===== src/rtl/pe_array_pkg.sv =====
// Shared constants for the PE array and its result collector.
package pe_array_pkg;

    localparam int DATA_WIDTH = 8;
    localparam int ACC_WIDTH  = 32;
    localparam int ROWS       = 4;
    localparam int COLS       = 4;

    // Requantized results are clamped to a signed 8-bit range
    localparam int QMIN = -128;
    localparam int QMAX = 127;

endpackage


===== src/rtl/sync_fifo.sv =====
// Single-clock FIFO. No bypass: read data is always the registered head entry.
// A read on an empty FIFO is ignored. A write on a full FIFO is accepted only
// when a read happens in the same cycle.
module sync_fifo #(
    parameter int WIDTH = 32,
    parameter int DEPTH = 4
) (
    input  logic                         clk,
    input  logic                         rst,
    input  logic                         wr_en,
    input  logic [WIDTH-1:0]             wr_data,
    input  logic                         rd_en,
    output logic [WIDTH-1:0]             rd_data,
    output logic                         full,
    output logic                         empty,
    output logic [$clog2(DEPTH+1)-1:0]   count
);

    localparam int AW = $clog2(DEPTH);
    localparam int CW = $clog2(DEPTH+1);

    logic [WIDTH-1:0] mem [DEPTH];
    logic [AW-1:0]    wr_ptr;
    logic [AW-1:0]    rd_ptr;
    logic             do_wr;
    logic             do_rd;

    assign full    = (count == CW'(DEPTH));
    assign empty   = (count == '0);
    assign do_rd   = rd_en && !empty;
    assign do_wr   = wr_en && (!full || do_rd);
    assign rd_data = mem[rd_ptr];

    // Storage array; contents are meaningless until written, so no reset
    always_ff @(posedge clk) begin
        if (do_wr) mem[wr_ptr] <= wr_data;
    end

    // Pointers wrap naturally (DEPTH is a power of two); count tracks writes minus reads
    always_ff @(posedge clk) begin
        if (rst) begin
            wr_ptr <= '0;
            rd_ptr <= '0;
            count  <= '0;
        end else begin
            if (do_wr) wr_ptr <= wr_ptr + AW'(1);
            if (do_rd) rd_ptr <= rd_ptr + AW'(1);
            case ({do_wr, do_rd})
                2'b10:   count <= count + CW'(1);
                2'b01:   count <= count - CW'(1);
                default: count <= count;
            endcase
        end
    end

endmodule


===== src/rtl/psum_collector.sv =====
// Collects skewed partial sums from the systolic array, realigns them into
// rows, optionally requantizes to int8 range, and buffers rows in a FIFO.
// Latency from in_valid to out_valid is COLS+1 cycles into an empty FIFO.
module psum_collector
    import pe_array_pkg::*;
#(
    parameter int ACC_WIDTH  = pe_array_pkg::ACC_WIDTH,
    parameter int COLS       = pe_array_pkg::COLS,
    parameter int FIFO_DEPTH = 4
) (
    input  logic                               clk,
    input  logic                               rst,
    input  logic                               in_valid,
    input  logic [ACC_WIDTH*COLS-1:0]          psum_in_flat,
    input  logic                               quantize_mode,
    input  logic [4:0]                         shift,
    output logic                               out_valid,
    input  logic                               out_ready,
    output logic [ACC_WIDTH*COLS-1:0]          row_out_flat,
    output logic [$clog2(FIFO_DEPTH+1)-1:0]    fifo_count,
    output logic                               overflow
);

    localparam int VD = (COLS > 1) ? COLS - 1 : 1;
    localparam logic signed [ACC_WIDTH-1:0] QMAX_W = ACC_WIDTH'(QMAX);
    localparam logic signed [ACC_WIDTH-1:0] QMIN_W = ACC_WIDTH'(QMIN);

    logic [COLS-1:0][ACC_WIDTH-1:0] aligned;
    logic                           aligned_vld;
    logic [VD-1:0]                  vld_pipe;
    logic [COLS-1:0][ACC_WIDTH-1:0] q_next;
    logic [COLS-1:0][ACC_WIDTH-1:0] q_data;
    logic                           q_vld;
    logic signed [ACC_WIDTH-1:0]    shifted;
    logic                           fifo_full;
    logic                           fifo_empty;

    // Column c arrives c cycles late, so it is delayed by COLS-1-c to line up with the last column
    for (genvar c = 0; c < COLS; c++) begin : g_col
        localparam int D = COLS - 1 - c;
        if (D == 0) begin : g_pass
            assign aligned[c] = psum_in_flat[c*ACC_WIDTH +: ACC_WIDTH];
        end else begin : g_dly
            logic [ACC_WIDTH-1:0] dly [D];
            // Per-column deskew delay line (data only, not reset)
            always_ff @(posedge clk) begin
                dly[0] <= psum_in_flat[c*ACC_WIDTH +: ACC_WIDTH];
                for (int i = 1; i < D; i++) dly[i] <= dly[i-1];
            end
            assign aligned[c] = dly[D-1];
        end
    end

    // Row valid follows column 0 through the same COLS-1 stages
    always_ff @(posedge clk) begin
        if (rst) vld_pipe <= '0;
        else     vld_pipe <= (vld_pipe << 1) | VD'(in_valid);
    end

    if (COLS > 1) begin : g_vld
        assign aligned_vld = vld_pipe[VD-1];
    end else begin : g_vld0
        assign aligned_vld = in_valid;
    end

    // Requantize: arithmetic shift then clamp to int8, sign-extended back to ACC_WIDTH
    always_comb begin
        q_next  = aligned;
        shifted = '0;
        if (quantize_mode) begin
            for (int c = 0; c < COLS; c++) begin
                shifted = $signed(aligned[c]) >>> shift;
                if (shifted > QMAX_W)      q_next[c] = QMAX_W;
                else if (shifted < QMIN_W) q_next[c] = QMIN_W;
                else                       q_next[c] = shifted;
            end
        end
    end

    // Quantize stage register; only the valid bit is reset
    always_ff @(posedge clk) begin
        if (rst) q_vld <= 1'b0;
        else     q_vld <= aligned_vld;
        q_data <= q_next;
    end

    sync_fifo #(
        .WIDTH (ACC_WIDTH*COLS),
        .DEPTH (FIFO_DEPTH)
    ) u_fifo (
        .clk     (clk),
        .rst     (rst),
        .wr_en   (q_vld),
        .wr_data (q_data),
        .rd_en   (out_ready),
        .rd_data (row_out_flat),
        .full    (fifo_full),
        .empty   (fifo_empty),
        .count   (fifo_count)
    );

    assign out_valid = !fifo_empty;

    // Sticky drop flag: a row hit a full FIFO that was not draining that cycle
    always_ff @(posedge clk) begin
        if (rst)                                  overflow <= 1'b0;
        else if (q_vld && fifo_full && !out_ready) overflow <= 1'b1;
    end

endmodule


===== config.mk =====
export PLATFORM = sky130hd
export DESIGN_NAME = psum_collector
export DESIGN_NICKNAME = d
export VERILOG_FILES = /design/src/rtl/pe_array_pkg.sv /design/src/rtl/sync_fifo.sv /design/src/rtl/psum_collector.sv
export SDC_FILE = /design/constraint.sdc
export NUM_CORES = 1
export LEC_CHECK = 0
export CAP_MARGIN = 5
export CORE_MARGIN = 2
export CORE_UTILIZATION = 29
export DETAILED_ROUTE_END_ITERATION = 16
export GPL_TIMING_DRIVEN = 0
export PLACE_DENSITY = 0.58
export SYNTH_ARGS = -nofsm -noshare
export SYNTH_HDL_FRONTEND = slang
export SYNTH_HIERARCHICAL = 1
export SYNTH_SLANG_ARGS = --single-unit
export TNS_END_PERCENT = 20

===== constraint.sdc =====
create_clock -name clk -period 5.2 [get_ports clk]
set_input_delay 1.04 -clock clk [delete_from_list [all_inputs] [get_ports clk]]
set_output_delay 1.04 -clock clk [all_outputs]
set_load 0.05 [all_outputs]

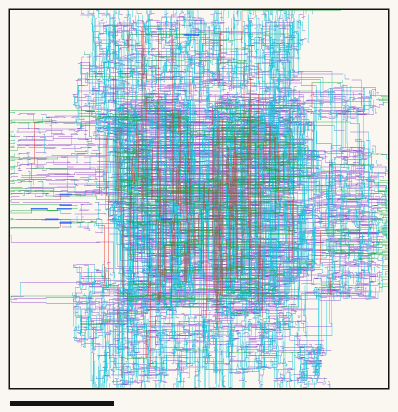
Fig. 1. Routed metal, one colour a layer.
Scale bar: 100 um.
[purple] M1 | wire length: 62.7 mm
[blue] M5 | wire length: 92.0 um
[red] M4 | wire length: 9690 um
[green] M3 | wire length: 13300 um
[cyan] M2 | wire length: 69.5 mm

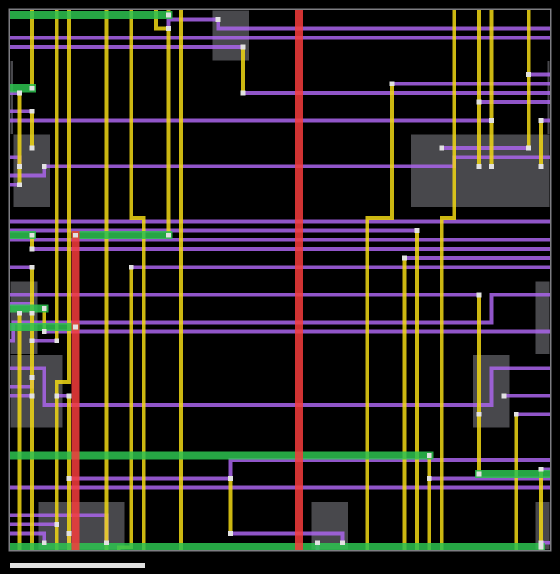
Fig. 2. Layout detail.
Scale bar: 5 um. Window x 171 to 191, y 243 to 263 um. Cells in grey, sequential cells in the stronger grey; small squares are vias.
[yellow] M2
[purple] M1
[green] M3
[red] M4
most frequent: nor2_1 (2)
sequential cells in the window: 0
cells with their middle in the window: 8

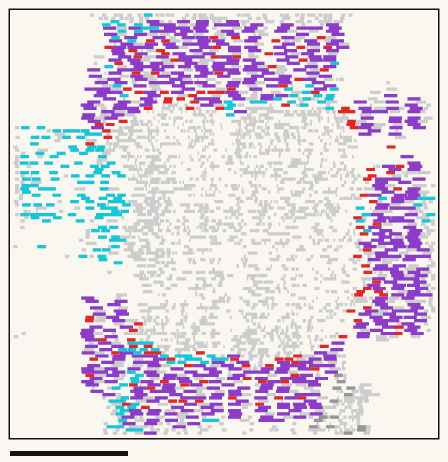
Fig. 3. Sequential cells grouped by signal name.
Scale bar: 100 um. Other sequential cells in the stronger grey, the rest of the logic in the fainter grey.
[red] `q_data` | sequential cells: 128
[purple] `u_fifo/mem` | sequential cells: 512 | where: all over the die
[cyan] `g_col.g_dly.dly` | sequential cells: 192 | where: all over the die
not coloured: 14

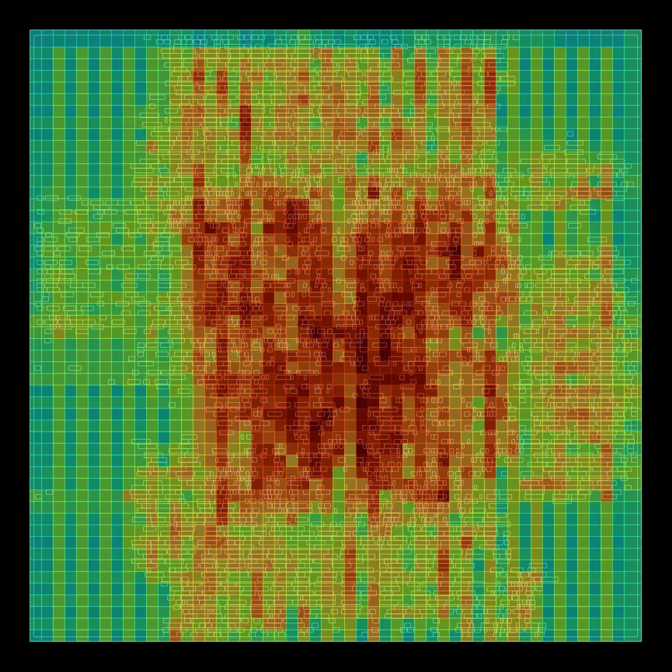
Fig. 4. Track usage over the die.
met1 Resource Use GR: 30.35%
met3 global-route usage: 5.326%
wire per inst: 33.26 um
grt peak-use layer: met2

==> summary.txt <==
flow finished, numbers: status finished with violations, violated checks negative setup slack, Worst-path clk slew 60 ps, cell chain of the critical path clkdlybuf4s15_2, buf_6, buf_8, o21ai_0, nor2_1, nor4b_1, nand3b_1, nor4b_1, a21oi_1, or4_1, ha_1, clkinv_1, o21ai_0, a21oi_1, Post-DP HPWL 112800 um, met1 wire length 62690 um, Inserted Clock Buffers 89, DR vias/cell 5.668, Worst setup SP type input port, Sw Ratio 26.02%, period utilisation layout 101.8%, Synth logic family multiplexers, max-slew violations 0, yosys warns 6, largest net degree at the start of global routing 53, largest power group sequential cells, metal3 WL 13270 um, CP startpoint shift[0], most used logic cell in the final layout edfxtp_1, initial antenna violation count 11, cell with the most instances after synthesis edfxtp_1, Leak Pwr 0.01583 uW, reg2reg setup slack 10 ps, met2 Use GR 36.13%, Slew @ Worst Pin 1343 ps, MI comb cells 1449, dpl cell area 42220 sq um, Compound-Gate Fraction of Synth Area 9.322%, Peak supply drop 0.2436 mV, Final clock-cell share 6.617%, Syn Area/Cell 14.61 sq um, Total Power 15940 uW, Int Power 11790 uW, final setup fails 10, Psw 4148 uW, I/O pins 271, Die X 362.1 um, final worst slack -95.16 ps, total wire length 155200 um, fraction of area in multi-input gates 30.73%, vias in the first global route 26570, Non-clk invs 44, CP max stage delay 800 ps, Yosys reg bits 846, Slew headroom 10.44%, Placed Cells incl. Taps 4484, Logic power comb 1980 uW, pre-CTS setup slack -4524 ps, Final nets 3072, Seq cells 846, core area 127400 sq um, Total GRT Usage 23.34%, Routed Antenna Nets 0, Worst Path Arrival 5810 ps, top post-synthesis cells by area edfxtp_1 (41%), dfxtp_1 (18%), mux4_2 (16%), EDFF count, synth 512, H-tree levels 3, count of non-CTS buffers in the layout 495
Power is estimated from default activity; no workload was simulated.
